<file path="src/rtl/fft_ctrl_pkg.sv">
// Shared types and constants for the SDF FFT stage sequencer.
package fft_ctrl_pkg;

    typedef enum logic [1:0] {
        IDLE  = 2'd0,
        FILL  = 2'd1,
        BFLY  = 2'd2,
        FLUSH = 2'd3
    } state_t;

    localparam logic DOUT_SEL_SUM  = 1'b0;
    localparam logic DOUT_SEL_DIFF = 1'b1;

    localparam int DEFAULT_DATA_HEIGHT = 16;

endpackage

</file>
<file path="src/rtl/fft_half_cnt.sv">
// Half-frame position counter: wraps naturally at DATA_HEIGHT (a power of two),
// with synchronous clear and a terminal-count flag at DATA_HEIGHT-1.
module fft_half_cnt #(
    parameter int DATA_HEIGHT = 16,
    parameter int CNT_W       = $clog2(DATA_HEIGHT)
) (
    input  logic             clk,
    input  logic             clr,
    input  logic             en,
    output logic [CNT_W-1:0] cnt,
    output logic             tc
);

    always_ff @(posedge clk) begin
        if (clr) begin
            cnt <= '0;
        end else if (en) begin
            cnt <= cnt + CNT_W'(1);
        end
    end

    assign tc = (cnt == CNT_W'(DATA_HEIGHT - 1));

endmodule

</file>
<file path="src/rtl/fft_sdf_stage_ctrl.sv">
// Sequencer for one radix-2 SDF FFT stage: fill half, butterfly half, difference flush.
// Define FFT_SDF_CTRL_ERR_EN to add the sticky err_overrun output.
module fft_sdf_stage_ctrl
    import fft_ctrl_pkg::*;
#(
    parameter int DATA_HEIGHT = DEFAULT_DATA_HEIGHT,
    parameter int CNT_W       = $clog2(DATA_HEIGHT),
    parameter int FRAME_CNT_W = 8
) (
    input  logic                   clk,
    input  logic                   rstn,
    input  logic                   din_valid,
    output logic                   din_ready,
    output logic                   sr_en,
    output logic                   bfly_sel,
    output logic [CNT_W-1:0]       tw_addr,
    output logic                   dout_valid,
    output logic                   dout_sel,
    output logic                   frame_done,
    output logic [FRAME_CNT_W-1:0] frame_cnt
`ifdef FFT_SDF_CTRL_ERR_EN
    ,
    output logic                   err_overrun
`endif
);

    state_t                 state_q;
    state_t                 state_d;
    logic                   pending_q;
    logic [FRAME_CNT_W-1:0] frame_cnt_q;
    logic [CNT_W-1:0]       cnt;
    logic                   cnt_tc;
    logic                   cnt_en;

    fft_half_cnt #(
        .DATA_HEIGHT(DATA_HEIGHT),
        .CNT_W      (CNT_W)
    ) u_half_cnt (
        .clk(clk),
        .clr(~rstn),
        .en (cnt_en),
        .cnt(cnt),
        .tc (cnt_tc)
    );

    always_ff @(posedge clk) begin
        if (!rstn) begin
            state_q <= IDLE;
        end else begin
            state_q <= state_d;
        end
    end

    // A stall at the very start of a fill half with differences outstanding
    // gives up on overlapping them and drains them through FLUSH instead.
    always_comb begin
        state_d = state_q;
        case (state_q)
            IDLE: begin
                if (din_valid) state_d = FILL;
            end
            FILL: begin
                if (din_valid && cnt_tc) begin
                    state_d = BFLY;
                end else if (!din_valid && (cnt == '0)) begin
                    state_d = pending_q ? FLUSH : IDLE;
                end
            end
            BFLY: begin
                if (din_valid && cnt_tc) state_d = FILL;
            end
            FLUSH: begin
                if (cnt_tc) state_d = IDLE;
            end
            default: state_d = IDLE;
        endcase
    end

    always_comb begin
        din_ready  = 1'b0;
        sr_en      = 1'b0;
        bfly_sel   = 1'b0;
        tw_addr    = '0;
        dout_valid = 1'b0;
        dout_sel   = DOUT_SEL_SUM;
        frame_done = 1'b0;
        cnt_en     = 1'b0;
        if (rstn) begin
            case (state_q)
                IDLE: begin
                    din_ready = 1'b1;
                    sr_en     = din_valid;
                    cnt_en    = din_valid;
                end
                FILL: begin
                    din_ready = 1'b1;
                    if (din_valid) begin
                        sr_en      = 1'b1;
                        cnt_en     = 1'b1;
                        dout_valid = pending_q;
                        dout_sel   = pending_q ? DOUT_SEL_DIFF : DOUT_SEL_SUM;
                        frame_done = pending_q && cnt_tc;
                    end
                end
                BFLY: begin
                    din_ready = 1'b1;
                    if (din_valid) begin
                        sr_en      = 1'b1;
                        cnt_en     = 1'b1;
                        bfly_sel   = 1'b1;
                        tw_addr    = cnt;
                        dout_valid = 1'b1;
                    end
                end
                FLUSH: begin
                    sr_en      = 1'b1;
                    cnt_en     = 1'b1;
                    dout_valid = 1'b1;
                    dout_sel   = DOUT_SEL_DIFF;
                    frame_done = cnt_tc;
                end
                default: ;
            endcase
        end
    end

    always_ff @(posedge clk) begin
        if (!rstn) begin
            pending_q   <= 1'b0;
            frame_cnt_q <= '0;
        end else begin
            if (frame_done) begin
                pending_q   <= 1'b0;
                frame_cnt_q <= frame_cnt_q + FRAME_CNT_W'(1);
            end else if ((state_q == BFLY) && din_valid && cnt_tc) begin
                pending_q <= 1'b1;
            end
        end
    end

    assign frame_cnt = rstn ? frame_cnt_q : '0;

`ifdef FFT_SDF_CTRL_ERR_EN
    logic err_q;

    always_ff @(posedge clk) begin
        if (!rstn) begin
            err_q <= 1'b0;
        end else if ((state_q == FLUSH) && din_valid) begin
            err_q <= 1'b1;
        end
    end

    assign err_overrun = rstn & err_q;
`endif

endmodule

</file>
<file path="config.mk">
export PLATFORM = sky130hd
export DESIGN_NAME = fft_sdf_stage_ctrl
export DESIGN_NICKNAME = d
export VERILOG_FILES = /design/src/rtl/fft_ctrl_pkg.sv /design/src/rtl/fft_half_cnt.sv /design/src/rtl/fft_sdf_stage_ctrl.sv
export SDC_FILE = /design/constraint.sdc
export NUM_CORES = 1
export LEC_CHECK = 0
export CORE_ASPECT_RATIO = 1.25
export CORE_MARGIN = 2
export CORE_UTILIZATION = 48
export DETAILED_ROUTE_END_ITERATION = 6
export GPL_TIMING_DRIVEN = 0
export PLACE_DENSITY = 0.77
export SYNTH_ARGS = -nofsm -noshare
export SYNTH_HDL_FRONTEND = slang
export SYNTH_SLANG_ARGS = --single-unit
</file>
<file path="constraint.sdc">
create_clock -name clk -period 1.9 [get_ports clk]
set_input_delay 0.19 -clock clk [delete_from_list [all_inputs] [get_ports clk]]
set_output_delay 0.19 -clock clk [all_outputs]
set_load 0.03 [all_outputs]
</file>
==> out/qor.yml, run 1 <==
clock_tree:
  tritoncts: "yes"
  cts_buffer_depth: 2
global_routing:
  antenna_found_initial: 0
  overflow: 0
  grt_max_degree: 11
pwr:
  clkPwrFrac_pct: 33.5
  p_sw_share_pct: 27.1
finish:
  finalNonFillerCells: 153
  layout_top_cell: "nor2_1"
  logic_gates: 85
  syn2layout_area_growth_pct: 29.0
  final_cell_mix: "nor2_1, dfxtp_1, nand2_1"
min_path:
  hp-class: "input port to flip-flop"
  hold_path_end: "state_q[0]$_SDFFE_PN0P_"
job:
  maxCapViolCount: 0
floorplan:
  initial_core_util_pct: 50.4
yosys:
  yosys-stat-area_um2: 890
  avgSynthCellArea_um2: 8.09
  synth-edff-count: 0
  area_leaders: "dfxtp_1, nor2_1, nand2_1, and2_1, ha_1"
  yosys.area_share.simple_pct: 33.6
  netlist_top_cells_count: "dfxtp_1, nor2_1, nand2_1"
final_timing:
  grt_setup_unrepaired: "false"
  tightest_slew_ns: 0.301
critical_path:
  reg2reg_slack_ns: 0.16
status:
  status: "finished clean"
[run 1: registers in the layout (all words and copies together), names as in the netlist]
signal	count
frame_cnt_q	8
pending_q	1
state_q	2
u_half_cnt.cnt	4
[run 1: what timing repair did]
| item | in CTS | in global routing |
|---|---|---|
| resized | 23 | 14 |
| endpoints found under the setup margin | 10 | 9 |
| pin swaps | 0 | 0 |
[run 1: worst max-delay path, cell delays in order]
cell and delay, ns:
clkdlybuf4s50_1 0.51, buf_6 0.15, and2_1 0.14, clkdlybuf4s50_1 0.67
[run 1: layer usage]
metal  part of all wire (%)  GRT usage (%)  up-vias
met1                     43           26.3      405
met5                      0              0        -
li1                       -              -      428
met2                     51           37.2       19
met3                    2.9           2.43        5
met4                    2.2           10.9        0
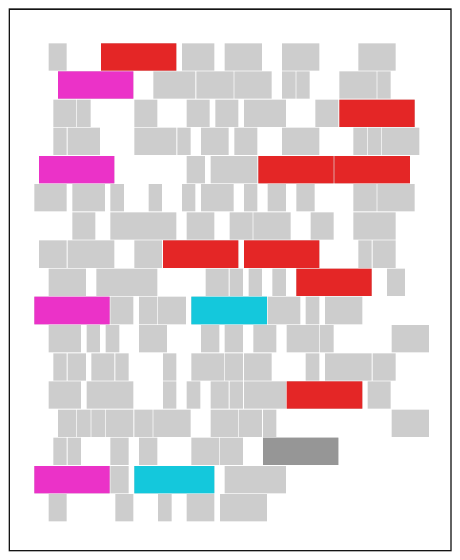
run_1/registers.png
cyan -> `state_q`  # placed flops 2
magenta -> `u_half_cnt.cnt`  # placed flops 4
red -> `frame_cnt_q`  # placed flops 8
register area: 302 um2
flop share of the area: 26.3%
Final Core Density: 65.0%
seq pwr: 0.000326 W

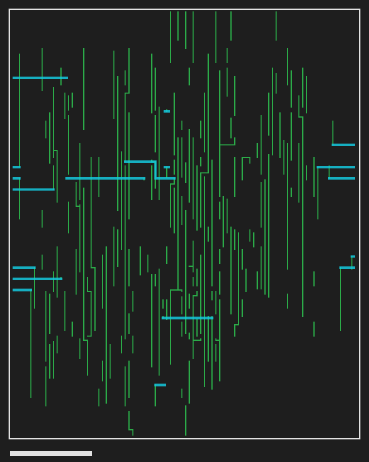
run_1/metal_stack.png
Bar = 10 um. Only two layers are drawn.
cyan -> met3  # wire length 59.8 um
green -> met2  # wire length 1030 um
GRT Total Usage: 21.6%
WL final: 2.00 mm
Avg WL per Cell: 13.1 um
Vias: 857

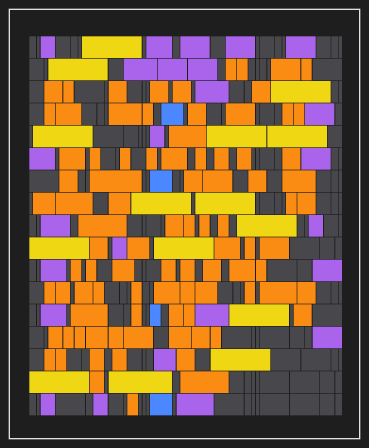
run_1/cell_classes.png
Fill, decap, tap and diode cells in gray.
blue -> clock drivers and dummy loads  # cells 4
yellow -> flip-flops  # cells 15
purple -> other buffers and delay cells  # cells 25
orange -> all other logic  # cells 90
Core ar.: 1770 um2
final instance area: 1150 um2
Core Rows: 17

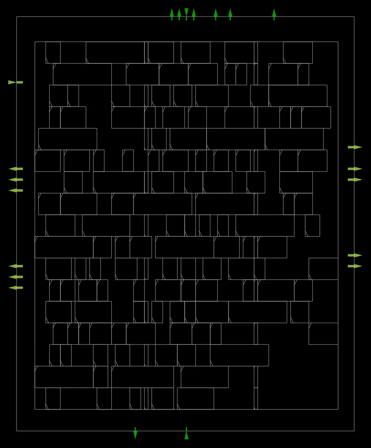
run_1/final_placement.png
layout filler cell count: 181
# Taps: 19

==> run 2: changes to the inputs <==
--- a/config.mk
+++ b/config.mk
@@ -7,8 +7,10 @@
 export LEC_CHECK = 0
+export CELL_PAD_IN_SITES_DETAIL_PLACEMENT = 0
+export CELL_PAD_IN_SITES_GLOBAL_PLACEMENT = 1
 export CORE_ASPECT_RATIO = 1.25
 export CORE_MARGIN = 2
-export CORE_UTILIZATION = 48
+export CORE_UTILIZATION = 35
 export DETAILED_ROUTE_END_ITERATION = 6
 export GPL_TIMING_DRIVEN = 0
-export PLACE_DENSITY = 0.77
+export PLACE_DENSITY_LB_ADDON = 0.1
 export SYNTH_ARGS = -nofsm -noshare
==> constraint.sdc (replaced) <==
create_clock -name clk -period 1.9 [get_ports clk]
set_input_delay 0.38 -clock clk [delete_from_list [all_inputs] [get_ports clk]]
set_output_delay 0.38 -clock clk [all_outputs]
set_load 0.03 [all_outputs]
==> out/qor.yml, run 2 <==
pwr:
  pg_seq_w: 0.000329  # about the same
  clkPwrFrac_pct: 31.9  # -1.6 points
  p_clk_w: 0.000185
  p_sw_share_pct: 26.5  # -0.58 points
  powerDensity_nw_per_um2: 486
global_routing:
  overflow: 0  # unchanged
  grt_max_degree: 11  # unchanged
  antenna_found_initial: 0  # unchanged
  grt_pass1_wl_mm: 3.39
clock_tree:
  cts_resized: 75  # +230%
  cts_buffer_depth: 2  # unchanged
  tritoncts: "yes"
critical_path:
  critPathSlowestCell: "dlygate4sd2_1"
  path_delay_family: "buffers and inverters"
  cp_num_cells: 5  # +1
  reg2reg_slack_ns: 0.29  # +0.13 ns
  cp_slowest_stage_delay_ns: 0.29  # -0.38 ns
  crit_buf_inv: 2  # -1
finish:
  largest_reg_flops: 8  # unchanged
  syn2layout_area_growth_pct: 34.5
  nonClkBufAreaFrac_pct: 18.4
  final_cell_mix: "nor2_1, dfxtp_1, nand2_1, dlygate4sd2_1"
  reg_top3: "frame_cnt_q: 8 flops, u_half_cnt.cnt: 4 flops, state_q: 2 flops"
  top_register: "frame_cnt_q"
  nFillCells: 258  # +43%
  logic_gates: 85  # unchanged
  layout_top_cell: "nor2_1"
floorplan:
  rows: 20  # +3
  nWellTaps: 33  # +14
  initial_core_util_pct: 36.6  # -14 points
yosys:
  netlist_instances: 110
  area_leaders: "dfxtp_1, nor2_1, nand2_1, and2_1, ha_1"
  yosys-stat-area_um2: 890  # unchanged
  yosys.area_share.simple_pct: 33.6  # unchanged
  netlist_top_cells_count: "dfxtp_1, nor2_1, nand2_1"
  synth-edff-count: 0  # unchanged
  avgSynthCellArea_um2: 8.09  # unchanged
min_path:
  hold_path_end: "frame_cnt_q[6]$_SDFFE_PN0P_"
final_timing:
  grt_setup_unrepaired: "false"
  tightest_slew_ns: 0.312  # +0.0109 ns
job:
  maxCapViolCount: 0  # unchanged
status:
  status: "finished clean"
run 2: cell counts after synthesis:
No cell type changed its count.
run 2: stage by stage:
step           std cells  setup TNS [ns]  cell area, um2  utilization [%]  worst slack, ns
5_1_grt              169               0            1200             49.3           0.0134
6_report             169               0            1200             49.3           0.0933
3_3_place_gp         163           -9.24            1140             47.0           -0.816
3_5_place_dp         163           -9.20            1140             47.0           -0.809
4_1_cts              169               0            1170             48.0           0.0114
2_1_floorplan        110         -0.0893             900                -          -0.0447
run 2: metal layers:
layer / up-vias / global-route usage [%] / wire [um]
li1: 434 / - / -
met3: 2 / 2.71 / 65
met2: 20 / 28.6 / 1110
met4: 0 / 8.57 / 17
met1: 399 / 16.2 / 954
met5: - / 0 / 0
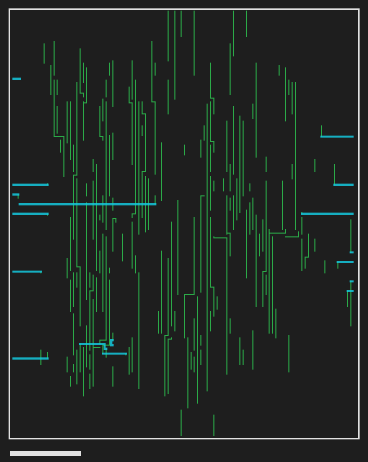
run_2/metal_stack.png
Bar = 10 um. Only two layers are drawn.
green -> met2  # wire length 1110 um
cyan -> met3  # wire length 65.1 um
Vias: 855
Avg WL per Cell: 12.7 um

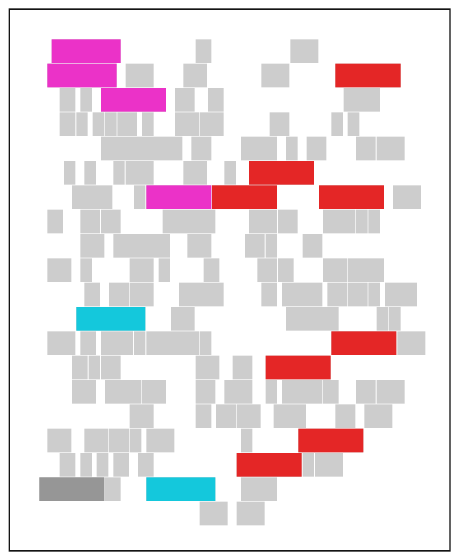
run_2/registers.png
cyan -> `state_q`  # placed flops 2
red -> `frame_cnt_q`  # placed flops 8
magenta -> `u_half_cnt.cnt`  # placed flops 4, where north-west
not colored = 1
register area: 305 um2
flop share of the area: 25.5%

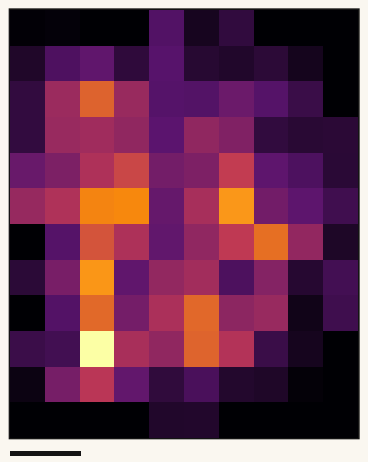
run_2/wire_density.png
Bar = 10 um. 10 x 12 tiles, from black (low) to pale yellow (high), scaled to the fullest tile. Values are wire area over tile area, all layers added.
fullest tile = 0.44
tiles over half the peak = 12%
mean over tiles = 0.11
nearly empty tiles = 18%
GRT Total Usage: 15.2%
WL final: 2.15 mm

Power is estimated from default activity; no workload was simulated.
